==> run_1/layer_met1.png <==
Scale bar: 20 um. Cells faint in the background.
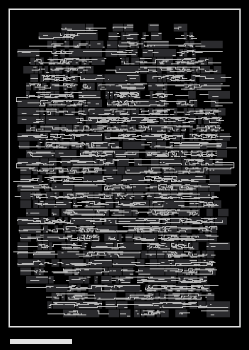
==> run_1/layer_met2.png <==
Cells faint in the background.
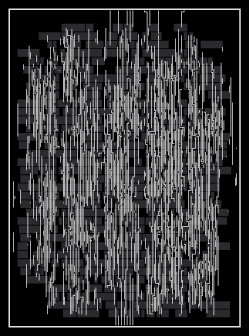
==> run_1/layer_met3.png <==
Scale bar: 20 um. Cells faint in the background.
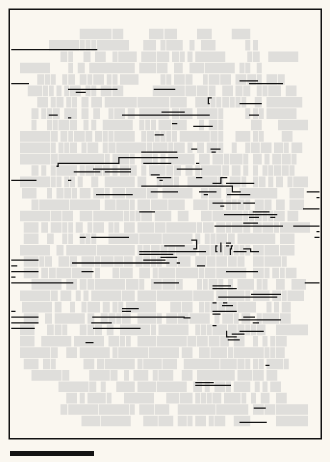
### src/rtl/stego_lsb_extract_pkg.sv
// -----------------------------------------------------------------------------
// stego_pkg
// Shared definitions for the LSB steganography extractor: state encoding,
// header geometry and byte packing constants.
// -----------------------------------------------------------------------------
package stego_pkg;

    localparam int HDR_LEN_W     = 16;  // width of the little-endian length header
    localparam int HDR_BYTES     = 2;   // header is always two bytes
    localparam int BITS_PER_BYTE = 8;   // pixels per reassembled byte
    localparam int CNT_W         = $clog2(BITS_PER_BYTE);

    typedef enum logic [2:0] {
        IDLE,
        HDR,
        PAYLOAD,
        CHK,
        DONE
    } state_t;

endpackage

### src/rtl/stego_lsb_extract_if.sv
// -----------------------------------------------------------------------------
// stego_lsb_extract_if
// Pixel input stream and message output stream of the extractor.
//   pix_valid/pix_data/pix_ready : stego pixel bytes in (bit 0 carries payload)
//   msg_valid/msg_data/msg_ready : recovered message bytes out
// master = the environment (pixel source + message sink), slave = extractor.
// -----------------------------------------------------------------------------
interface stego_lsb_extract_if;

    logic                                 pix_valid;
    logic [stego_pkg::BITS_PER_BYTE-1:0]  pix_data;
    logic                                 pix_ready;
    logic                                 msg_valid;
    logic [stego_pkg::BITS_PER_BYTE-1:0]  msg_data;
    logic                                 msg_ready;

    modport master (
        output pix_valid, pix_data, msg_ready,
        input  pix_ready, msg_valid, msg_data
    );

    modport slave (
        input  pix_valid, pix_data, msg_ready,
        output pix_ready, msg_valid, msg_data
    );

endinterface

### src/rtl/stego_lsb_extract_packer.sv
// -----------------------------------------------------------------------------
// stego_lsb_packer
// LSB-first byte assembler. Every accepted pixel bit is placed at position
// bit_cnt; the 8th accepted bit raises byte_done for that same cycle with the
// complete byte on byte_data.
//   clk, rst   : clock, synchronous active-high reset
//   clr        : restart packing (discard any partial byte)
//   bit_vld    : pixel handshake occurred this cycle
//   bit_in     : LSB of the accepted pixel
//   byte_done  : combinational strobe, byte completes on this handshake
//   byte_data  : assembled byte (meaningful when byte_done)
// -----------------------------------------------------------------------------
module stego_lsb_packer
    import stego_pkg::*;
(
    input  logic                     clk,
    input  logic                     rst,
    input  logic                     clr,
    input  logic                     bit_vld,
    input  logic                     bit_in,
    output logic                     byte_done,
    output logic [BITS_PER_BYTE-1:0] byte_data
);

    logic [CNT_W-1:0]         bit_cnt_q, bit_cnt_d;
    logic [BITS_PER_BYTE-1:0] shreg_q, shreg_d;

    always_comb begin
        bit_cnt_d = bit_cnt_q;
        shreg_d   = shreg_q;
        byte_done = 1'b0;
        // Current partial byte with the incoming bit merged in, so the full
        // byte is available on the same cycle as the final handshake.
        byte_data            = shreg_q;
        byte_data[bit_cnt_q] = bit_in;
        if (clr) begin
            bit_cnt_d = '0;
            shreg_d   = '0;
        end else if (bit_vld) begin
            bit_cnt_d = bit_cnt_q + 1'b1;  // wraps 7 -> 0
            byte_done = (bit_cnt_q == CNT_W'(BITS_PER_BYTE - 1));
            shreg_d   = byte_done ? '0 : byte_data;
        end
    end

    always_ff @(posedge clk) begin
        if (rst) begin
            bit_cnt_q <= '0;
            shreg_q   <= '0;
        end else begin
            bit_cnt_q <= bit_cnt_d;
            shreg_q   <= shreg_d;
        end
    end

endmodule

### src/rtl/stego_lsb_extract.sv
// -----------------------------------------------------------------------------
// stego_lsb_extract
// Recovers a hidden message from the LSBs of stego pixel bytes. Stream format:
// 16-bit little-endian length, LEN message bytes, optional checksum byte.
//   clk, rst  : clock, synchronous active-high reset
//   start     : pulse, arms a new extraction from IDLE or DONE
//   bus       : slave side of stego_lsb_extract_if (pixels in, message out)
//   msg_len   : decoded header length, held until the next start
//   busy      : extraction in progress
//   done      : extraction finished (final byte may still be draining)
//   err       : length too large, or checksum mismatch
// Build option: define STEGO_LSB_CHECKSUM_EN to add the trailing checksum
// byte (XOR of all payload bytes) and its CHK state.
// -----------------------------------------------------------------------------
module stego_lsb_extract
    import stego_pkg::*;
#(
    parameter int MAX_LEN = 200,
    parameter int LEN_W   = HDR_LEN_W
)(
    input  logic                  clk,
    input  logic                  rst,
    input  logic                  start,
    stego_lsb_extract_if.slave    bus,
    output logic [LEN_W-1:0]      msg_len,
    output logic                  busy,
    output logic                  done,
    output logic                  err
);

`ifdef STEGO_LSB_CHECKSUM_EN
    localparam state_t AFTER_PAYLOAD = CHK;
`else
    localparam state_t AFTER_PAYLOAD = DONE;
`endif

    state_t                   state_q, state_d;
    logic [LEN_W-1:0]         byte_cnt_q, byte_cnt_d;
    logic [LEN_W-1:0]         len_q, len_d;
    logic [BITS_PER_BYTE-1:0] hdr_lo_q, hdr_lo_d;
    logic                     err_q, err_d;
    logic                     msg_valid_q, msg_valid_d;
    logic [BITS_PER_BYTE-1:0] msg_data_q, msg_data_d;
`ifdef STEGO_LSB_CHECKSUM_EN
    logic [BITS_PER_BYTE-1:0] xor_q, xor_d;
`endif

    logic                     consume_st;
    logic                     pix_hs;
    logic                     pack_clr;
    logic                     byte_done;
    logic [BITS_PER_BYTE-1:0] byte_data;
    logic [LEN_W-1:0]         hdr_len;
    logic [BITS_PER_BYTE-2:0] unused_pix_bits;

    assign unused_pix_bits = bus.pix_data[BITS_PER_BYTE-1:1];

    // Pixels are only taken while the output register can absorb a new byte.
    assign consume_st    = (state_q == HDR) || (state_q == PAYLOAD) || (state_q == CHK);
    assign bus.pix_ready = consume_st && !(msg_valid_q && !bus.msg_ready);
    assign pix_hs        = bus.pix_valid && bus.pix_ready;

    stego_lsb_packer u_packer (
        .clk       (clk),
        .rst       (rst),
        .clr       (pack_clr),
        .bit_vld   (pix_hs),
        .bit_in    (bus.pix_data[0]),
        .byte_done (byte_done),
        .byte_data (byte_data)
    );

    always_comb begin
        state_d     = state_q;
        byte_cnt_d  = byte_cnt_q;
        len_d       = len_q;
        hdr_lo_d    = hdr_lo_q;
        err_d       = err_q;
        msg_valid_d = msg_valid_q;
        msg_data_d  = msg_data_q;
        pack_clr    = 1'b0;
        hdr_len     = {byte_data, hdr_lo_q};
`ifdef STEGO_LSB_CHECKSUM_EN
        xor_d       = xor_q;
`endif

        if (msg_valid_q && bus.msg_ready) begin
            msg_valid_d = 1'b0;
        end

        case (state_q)
            IDLE, DONE: begin
                if (start) begin
                    state_d    = HDR;
                    byte_cnt_d = '0;
                    len_d      = '0;
                    hdr_lo_d   = '0;
                    err_d      = 1'b0;
                    pack_clr   = 1'b1;
`ifdef STEGO_LSB_CHECKSUM_EN
                    xor_d      = '0;
`endif
                end
            end
            HDR: begin
                if (byte_done) begin
                    if (byte_cnt_q == '0) begin
                        hdr_lo_d   = byte_data;
                        byte_cnt_d = LEN_W'(1);
                    end else begin
                        len_d      = hdr_len;
                        byte_cnt_d = '0;
                        if (hdr_len > LEN_W'(MAX_LEN)) begin
                            err_d   = 1'b1;
                            state_d = DONE;
                        end else if (hdr_len == '0) begin
                            state_d = AFTER_PAYLOAD;
                        end else begin
                            state_d = PAYLOAD;
                        end
                    end
                end
            end
            PAYLOAD: begin
                // pix_ready guarantees the output register is free or
                // handshaking now, so loading here never overwrites a byte.
                if (byte_done) begin
                    msg_data_d  = byte_data;
                    msg_valid_d = 1'b1;
                    byte_cnt_d  = byte_cnt_q + LEN_W'(1);
`ifdef STEGO_LSB_CHECKSUM_EN
                    xor_d       = xor_q ^ byte_data;
`endif
                    if (byte_cnt_d == len_q) begin
                        state_d = AFTER_PAYLOAD;
                    end
                end
            end
`ifdef STEGO_LSB_CHECKSUM_EN
            CHK: begin
                if (byte_done) begin
                    if (byte_data != xor_q) begin
                        err_d = 1'b1;
                    end
                    state_d = DONE;
                end
            end
`endif
            default: state_d = IDLE;
        endcase
    end

    always_ff @(posedge clk) begin
        if (rst) begin
            state_q     <= IDLE;
            byte_cnt_q  <= '0;
            len_q       <= '0;
            hdr_lo_q    <= '0;
            err_q       <= 1'b0;
            msg_valid_q <= 1'b0;
            msg_data_q  <= '0;
`ifdef STEGO_LSB_CHECKSUM_EN
            xor_q       <= '0;
`endif
        end else begin
            state_q     <= state_d;
            byte_cnt_q  <= byte_cnt_d;
            len_q       <= len_d;
            hdr_lo_q    <= hdr_lo_d;
            err_q       <= err_d;
            msg_valid_q <= msg_valid_d;
            msg_data_q  <= msg_data_d;
`ifdef STEGO_LSB_CHECKSUM_EN
            xor_q       <= xor_d;
`endif
        end
    end

    assign bus.msg_valid = msg_valid_q;
    assign bus.msg_data  = msg_data_q;
    assign msg_len       = len_q;
    assign busy          = consume_st;
    assign done          = (state_q == DONE);
    assign err           = err_q;

endmodule
### src/flat_wrapper.sv
// flat-port wrapper written by rule: the top's interface ports become plain ports
module stego_lsb_extract_flat import stego_pkg::*;
#(
    parameter int MAX_LEN = 200,
    parameter int LEN_W   = HDR_LEN_W
)
  (clk, rst, start, msg_len, busy, done, err, bus_pix_valid, bus_pix_data, bus_msg_ready, bus_pix_ready, bus_msg_valid, bus_msg_data);
  stego_lsb_extract_if bus_i ();
  input  logic clk;
  input  logic rst;
  input  logic start;
  output logic [LEN_W-1:0] msg_len;
  output logic busy;
  output logic done;
  output logic err;
  input wire logic [$bits(bus_i.pix_valid)-1:0] bus_pix_valid;
  input wire logic [$bits(bus_i.pix_data)-1:0] bus_pix_data;
  input wire logic [$bits(bus_i.msg_ready)-1:0] bus_msg_ready;
  output wire logic [$bits(bus_i.pix_ready)-1:0] bus_pix_ready;
  output wire logic [$bits(bus_i.msg_valid)-1:0] bus_msg_valid;
  output wire logic [$bits(bus_i.msg_data)-1:0] bus_msg_data;
  assign bus_i.pix_valid = bus_pix_valid;
  assign bus_i.pix_data = bus_pix_data;
  assign bus_i.msg_ready = bus_msg_ready;
  assign bus_pix_ready = bus_i.pix_ready;
  assign bus_msg_valid = bus_i.msg_valid;
  assign bus_msg_data = bus_i.msg_data;
  stego_lsb_extract #(.MAX_LEN(MAX_LEN), .LEN_W(LEN_W)) u_core (.clk(clk), .rst(rst), .start(start), .bus(bus_i), .msg_len(msg_len), .busy(busy), .done(done), .err(err));
endmodule
### config.mk
export PLATFORM = sky130hd
export DESIGN_NAME = stego_lsb_extract_flat
export DESIGN_NICKNAME = d
export VERILOG_FILES = /design/src/rtl/stego_lsb_extract_pkg.sv /design/src/rtl/stego_lsb_extract_if.sv /design/src/rtl/stego_lsb_extract_packer.sv /design/src/rtl/stego_lsb_extract.sv /design/src/flat_wrapper.sv
export SDC_FILE = /design/constraint.sdc
export NUM_CORES = 1
export LEC_CHECK = 0
export ABC_AREA = 1
export CAP_MARGIN = 20
export CORE_ASPECT_RATIO = 1.4
export CORE_MARGIN = 2
export CORE_UTILIZATION = 50
export CTS_CLUSTER_DIAMETER = 120
export DETAILED_ROUTE_END_ITERATION = 12
export PLACE_DENSITY = 0.72
export SKIP_LAST_GASP = 1
export SLEW_MARGIN = 20
export SYNTH_ARGS = -nofsm -noshare
export SYNTH_HDL_FRONTEND = slang
export SYNTH_SLANG_ARGS = --single-unit
### constraint.sdc
create_clock -name clk -period 1.75 [get_ports clk]
set_input_delay 0.2625 -clock clk [delete_from_list [all_inputs] [get_ports clk]]
set_output_delay 0.2625 -clock clk [all_outputs]
set_load 0.02 [all_outputs]
==> out/results.txt, run 1 <==
status = finished with violations
failing checks = setup timing
grt peak-use layer = met2
P_sw = 0.003635 W
Clk Latency, worst-skew pair = 360 ps
hold path startpoint = u_core.u_packer.shreg_q[2]
Top class by area = multi-input combinational cells
Dominant cell area share = 37.14%
PwrDens = 1641 nW/um^2
Top Layer Used = met4
number of global-route vias before repair = 3595
synthesized net count = 534
Log Warnings = 36
Synth flops = 64
Critical Path Start = u_core.byte_cnt_q[1]
Power Combinational = 0.00461 W
internal power = 0.004733 W
Sw Ratio = 43.44%
Seq area share = 25.49%
heaviest power group = combinational logic
Post-Layout Inst Area = 5100 sq um
WL met3 = 607 um
CP most frequent cell = nand2_1
Synth Area in Adders = 1.451%
CTS tree = built
MaxCap Viol Count = 0
Reg area = 1300 sq um
RSZ-0062 raised after global routing = true
most common logic cells in the final layout = nand2_1, buf_4, inv_1
Commonest flop = dfxtp_1
Critical Path, Cell by Cell = ha_4 -> buf_4 -> inv_1 -> nand2_2 -> nand2_1 -> nand2_1 -> nand2_1 -> nor2_1 -> nand2_1 -> inv_1 -> nand3_2 -> nor2_2 -> nand3_1 -> nand2_1 -> nand2_1 -> a21oi_2
via-per-instance ratio = 5.547
IO Pins = 42
Initial DRT Pass Iterations = 5
Final setup viols = 3
crit path to = u_core.state_q[2]
logic area = 2111 sq um
ratio of cells with drive above 1 in the final layout = 28.19%
Comb/total area = 41.39%
Inverters = 68
clk root buf = clkbuf_8
chip area = 7589 sq um
yosys synthesis chip area = 3450 sq um
Worst R2R Start = u_core.byte_cnt_q[1]
CTS resizes = 61
Clock Buffer Count = 10
Crit Path Category = reg -> reg
XOR/XNOR Area Share = 1.451%
Core Rows = 35
crit path DAT = 2110 ps
period utilization = 104.6%
post-route clock skew = 15.48 ps
first-pass GRT wire length = 16120 um
Nets = 647
Mux area share = 0%
FP Util = 52.17%
part of the power in registers = 27.2%
Commonest Layout Cell = nand2_1
Placed Area = 4350 sq um
Pwr Total = 0.008368 W
cts bufs inserted = 9
CP required = 2030 ps
multi-input gate count = 370
Non-clock buffers = 117
Core ar. = 6613 sq um
CTS clock-pin slew for the worst setup and hold paths = 90 ps
WL per Instance = 15.58 um
total gr overflow = 0
Post-synth seq share = 37.14%
combinational share of power = 55.1%
Max FO, Critical Path = 3
flip-flops = 64
delay-heaviest family, CP = simple AND/OR/NAND/NOR gates
worst slew pin tran = 417.1 ps
Cell area leaders = dfxtp_1, nand2_1, inv_1
Setup crit end kind = flop
htree depth = 3
Worst R2R Setup Slack = -80 ps
LEAKAGE = 2.191 nW
distinct lib cells = 33
number of fill cells = 471
# clock sinks = 64
CTS Buffer Depth = 2
number of tapcells = 92
Hold/Removal Path Class = reg -> reg
Non-clock buffer share = 20.98%
Fin. Hold Viols = 0
fmax = 0.5462 GHz
Worst R2R Path Depth = 16
number of post-CTS setup repair buffers = 5
largest net degree at the start of global routing = 32
synthesized area per cell = 6.672 sq um
minimum clock period = 1831 ps
metal2 WL = 5893 um
clk pwr = 0.00148 W
Post-Syn Area = 3450 sq um
final max-slew violation count = 0
Clk pwr share = 17.7%
setup tns final = -161.5 ps
Detail Placement HPWL = 7231 um
Antenna Violating Nets Remaining = 0
DRT iter0 DRCs = 295
Post-synth EDFFs = 0
Synth area leader = dfxtp_1
DRC Markers = 0
GRT Util Overall = 27.65%
Max VDD drop = 0.001370 V
wl on met1 = 4373 um
R2R Path End = u_core.state_q[2]
Port Buffers = 34
relative slew slack = 72.09%
ClkCell Share = 4.465%
Worst Hold End = u_core.u_packer.shreg_q[2]
Seq. pwr = 0.00228 W
synthesized instance count = 517
synth warn = 0
Critical-path top delay cell = dfxtp_4
slowest stage delay, CP = 390 ps
Final Worst Setup Slack = -80.90 ps
Yosys Instances = 517
Largest logic family = simple AND/OR/NAND/NOR gates
hold buffer count at cts = 0
Area Growth Syn to Fin = 47.84%
ys async rst share = 0%
post-synthesis simple-gate area fraction = 32.50%
antenna diode count = 0
RD Place Congestion = 0.9508
stages on the worst setup path = 16
Die W = 74.20 um
die height = 102.3 um
Worst setup SP type = flop
hold path cells = 2
Post-Synth AOI/OAI Area = 17.70%
antenna violations before repair = 0
CP bufs+invs = 3
Notes on layer_met1.png above:
- main direction: horizontal
- share of all routed wire: 39%
- longest straight run: 20.7 um
- nets with wire on the layer: 603
- wire length on this layer: 4370 um
total via count in the routed design: 4033
Post-Route WL: 11330 um
met1 usage: 30.42%

Notes on layer_met2.png above:
- main direction: vertical
- longest straight run: 44.9 um
GR Layer Usage met2: 50.48%

Notes on layer_met3.png above:
- longest straight run: 23.0 um
- wire length on this layer: 607 um
- share of all routed wire: 5.4%
- main direction: horizontal
- nets with wire on the layer: 77
GR met3 Demand/Resource: 5.424%

run 1: metrics by stage:
step	setup slack (ps)	hold slack, ps	cells	util, %
floorplan	34.07	445.3	517	-
global placement	-298.6	448.2	694	65.79
detailed placement	-283.4	453.6	694	65.79
CTS	-58.02	464.6	715	72.32
global route	-214.4	477.3	727	77.12
finish	-80.90	462.6	727	77.12
run 1: cell usage after synthesis (all sizes together), types with 4 or more instances:
| cell | n |
|---|---|
| nand3b | 7 |
| dfxtp | 64 |
| nor2 | 67 |
| ha | 4 |
| buf | 9 |
| nand2 | 120 |
| clkbuf | 7 |
| a211oi | 15 |
| nand3 | 35 |
| a21oi | 39 |
| nand4 | 11 |
| a22oi | 8 |
| inv | 67 |
| nor3 | 12 |
| a31oi | 9 |
| o21ai | 34 |
==> inputs of run 2 (changes only) <==
--- a/config.mk
+++ b/config.mk
@@ -9,10 +9,10 @@
 export CAP_MARGIN = 20
 export CORE_ASPECT_RATIO = 1.4
 export CORE_MARGIN = 2
-export CORE_UTILIZATION = 50
+export CORE_UTILIZATION = 40
 export CTS_CLUSTER_DIAMETER = 120
 export DETAILED_ROUTE_END_ITERATION = 12
-export PLACE_DENSITY = 0.72
+export PLACE_DENSITY = 0.59
 export SKIP_LAST_GASP = 1
 export SLEW_MARGIN = 20
 export SYNTH_ARGS = -nofsm -noshare
==> run_2/layer_met2.png <==
Cells faint in the background.
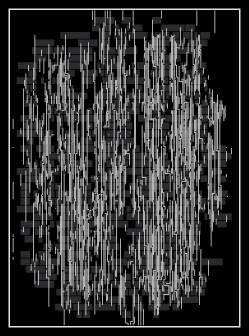
- share of all routed wire: 54%
- main direction: vertical
- wire length on this layer: 6100 um
Post-Route WL: 11210 um
total via count in the routed design: 3963
GR Layer Usage met2: 43.66%

==> out/results.txt, run 2 <==
Worst Hold End = u_core.u_packer.shreg_q[2]
clk root buf = clkbuf_16
total gr overflow = 0 (unchanged)
post-route clock skew = 5.570 ps (-9.907 ps)
Clk pwr share = 24.8% (+7.1 points)
met1 usage = 27.44% (-3.0 points)
Max VDD drop = 0.0008762 V (-36%)
Post-Syn Area = 3450 sq um (unchanged)
PwrDens = 1687 nW/um^2 (+2.8%)
Power Combinational = 0.00452 W (-2%)
antenna violations before repair = 0 (unchanged)
final max-slew violation count = 0 (unchanged)
heaviest power group = combinational logic
Port Buffers = 34 (unchanged)
Nets = 662 (+2.3%)
crit path DAT = 2160 ps (+50 ps)
Placed Instances = 720 (+3.7%)
metal2 WL = 6095 um (+3.4%)
CTS tree = built
Core Rows = 40 (+14%)
Log Warnings = 36 (unchanged)
Post-Layout Inst Area = 5356 sq um (+5.0%)
first-pass GRT wire length = 17400 um (+8.0%)
Sw Ratio = 40.22% (-3.2 points)
part of the power in registers = 25.2% (-2.0 points)
DRT iter0 DRCs = 118 (-60%)
Critical Path Start = u_core.byte_cnt_q[5]
Synth Area in Adders = 1.451% (unchanged)
hold buffer count at cts = 0 (unchanged)
relative slew slack = 66.12% (-6.0 points)
chip area = 9393 sq um (+24%)
ratio of cells with drive above 1 in the final layout = 31.59% (+3.4 points)
Commonest flop = dfxtp_1
Area Growth Syn to Fin = 55.28%
wl on met1 = 4507 um (+3.1%)
Max FO, Critical Path = 4 (+1)
Critical Path, Cell by Cell = nand2_1 -> nor2_2 -> buf_4 -> nand4_1 -> nand2_2 -> nand2_1 -> nand2_1 -> nand2_1 -> nor2_2 -> nand3_1 -> nand2_1 -> nand3_1 -> nand2_1 -> inv_1
Placed Area = 4464 sq um (+2.6%)
CP required = 1980 ps (-50 ps)
crit path to = u_core.state_q[1]
synthesized area per cell = 6.672 sq um (unchanged)
grt peak-use layer = met2
slowest stage delay, CP = 390 ps (about the same)
hold path startpoint = u_core.u_packer.shreg_q[2]
Dominant cell area share = 37.14% (unchanged)
number of fill cells = 728 (+55%)
stages on the worst setup path = 14 (-2)
Detail Placement HPWL = 7733 um (+6.9%)
MaxCap Viol Count = 0 (unchanged)
fmax = 0.5180 GHz (-5.2%)
Post-synth EDFFs = 0 (unchanged)
ys async rst share = 0% (unchanged)
CTS Buffer Depth = 2 (unchanged)
internal power = 0.005400 W (+14%)
GR met3 Demand/Resource = 3.877% (-1.5 points)
P_sw = 0.003633 W (about the same)
Setup crit end kind = flop
Mux area share = 0% (unchanged)
period utilization = 110.3% (+5.7 points)
antenna diode count = 0 (unchanged)
Worst R2R Setup Slack = -180 ps (-100 ps)
status = finished with violations
Post-synth seq share = 37.14% (unchanged)
Critical-path top delay cell = dfxtp_1
WL met3 = 295 um (-51%)
Pwr Total = 0.009034 W (+8.0%)
LEAKAGE = 2.251 nW (+2.7%)
distinct lib cells = 33 (unchanged)
Clk Latency, worst-skew pair = 330 ps (-30 ps)
failing checks = setup timing
CP most frequent cell = nand2_1
most frequent cell after synthesis = nand2_1
Worst R2R Path Depth = 14 (-2)
yosys synthesis chip area = 3450 sq um (unchanged)
htree depth = 3 (unchanged)
FP Util = 40.78% (-11 points)
CTS clock-pin slew for the worst setup and hold paths = 50 ps (-40 ps)
RD Place Congestion = 0.9464 (-0.46%)
Core ar. = 8458 sq um (+28%)
XOR/XNOR Area Share = 1.451% (unchanged)
Worst R2R Start = u_core.byte_cnt_q[5]
largest net degree at the start of global routing = 29 (-9.4%)
most common logic cells in the final layout = nand2_1, buf_4, inv_1
number of global-route vias before repair = 3631 (+1.0%)
GRT Util Overall = 24.46% (-3.2 points)
Hold/Removal Path Class = reg -> reg
Yosys Instances = 517 (unchanged)
R2R Path End = u_core.state_q[1]
via-per-instance ratio = 5.256 (-5.3%)
Worst setup SP type = flop
cts bufs inserted = 9 (unchanged)
number of post-CTS setup repair buffers = 6 (+1)
Antenna Violating Nets Remaining = 0 (unchanged)
Final setup viols = 29 (+26)
Fin. Hold Viols = 0 (unchanged)
DRC Markers = 0 (unchanged)
Final Worst Setup Slack = -180.5 ps (-99.57 ps)
minimum clock period = 1930 ps (+99.57 ps)
CP bufs+invs = 2 (-1)
worst slack at placement = -290.9 ps (-7.482 ps)
synth warn = 0 (unchanged)
clk pwr = 0.00224 W (+51%)
post-synthesis simple-gate area fraction = 32.50% (unchanged)
delay-heaviest family, CP = simple AND/OR/NAND/NOR gates
Commonest Layout Cell = nand2_1
top cells by count = nand2_1, inv_1, dfxtp_1
WL per Instance = 14.87 um (-4.6%)
hold path cells = 2 (unchanged)
Top Layer Used = met4
worst slew pin tran = 504.2 ps (+87.13 ps)
synthesized net count = 534 (unchanged)
synthesized instance count = 517 (unchanged)
Die W = 82.49 um (+11%)
IO Pins = 42 (unchanged)
==> run_2/flops_by_reg.png <==
Other sequential cells in the stronger gray, the rest of the logic in the fainter gray.
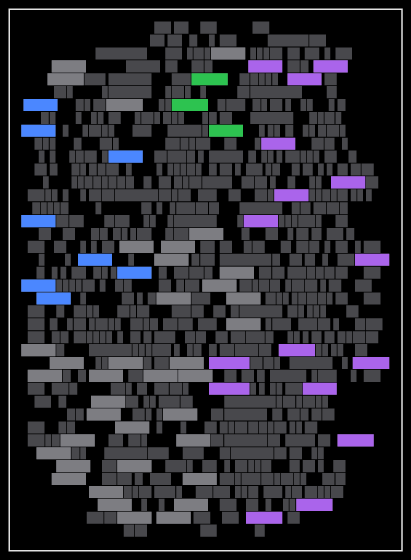
- `u_core.state_q`: green (flops 3)
- `u_core.u_packer.shreg_q`: blue (flops 8; where west)
- `u_core.byte_cnt_q`: purple (flops 16)
- not colored: 37
Seq area share: 24.27%
Reg area: 1300 sq um
Seq. pwr: 0.00227 W
fin util: 63.33%

-- run 2: cell counts after synthesis --
Identical to the previous run, type by type.
-- run 2: through the flow --
step | hold slack [ps] | setup TNS, ps | utilization, %
6_report | 459.2 | -1759 | 63.33
5_1_grt | 480.2 | -4329 | 63.33
4_1_cts | 462.4 | -2249 | 60.22
3_5_place_dp | 454.8 | -8540 | 52.78
3_3_place_gp | 448.5 | -9903 | 52.78
2_1_floorplan | 445.3 | 0 | -
-- run 2: area by class of cell --
class	instances	area [sq um]	area share [%]
clock inverter	5	128.9	2.406
inverter	67	265.3	4.952
sequential	64	1300	24.27
timing repair buffer	131	1120	20.91
clock buffer	10	239.0	4.462
tap	105	131.4	2.453
timing repair inverter	2	15.01	0.2803
multi-input combinational	370	2157	40.27
Power and IR drop assume default switching activity.
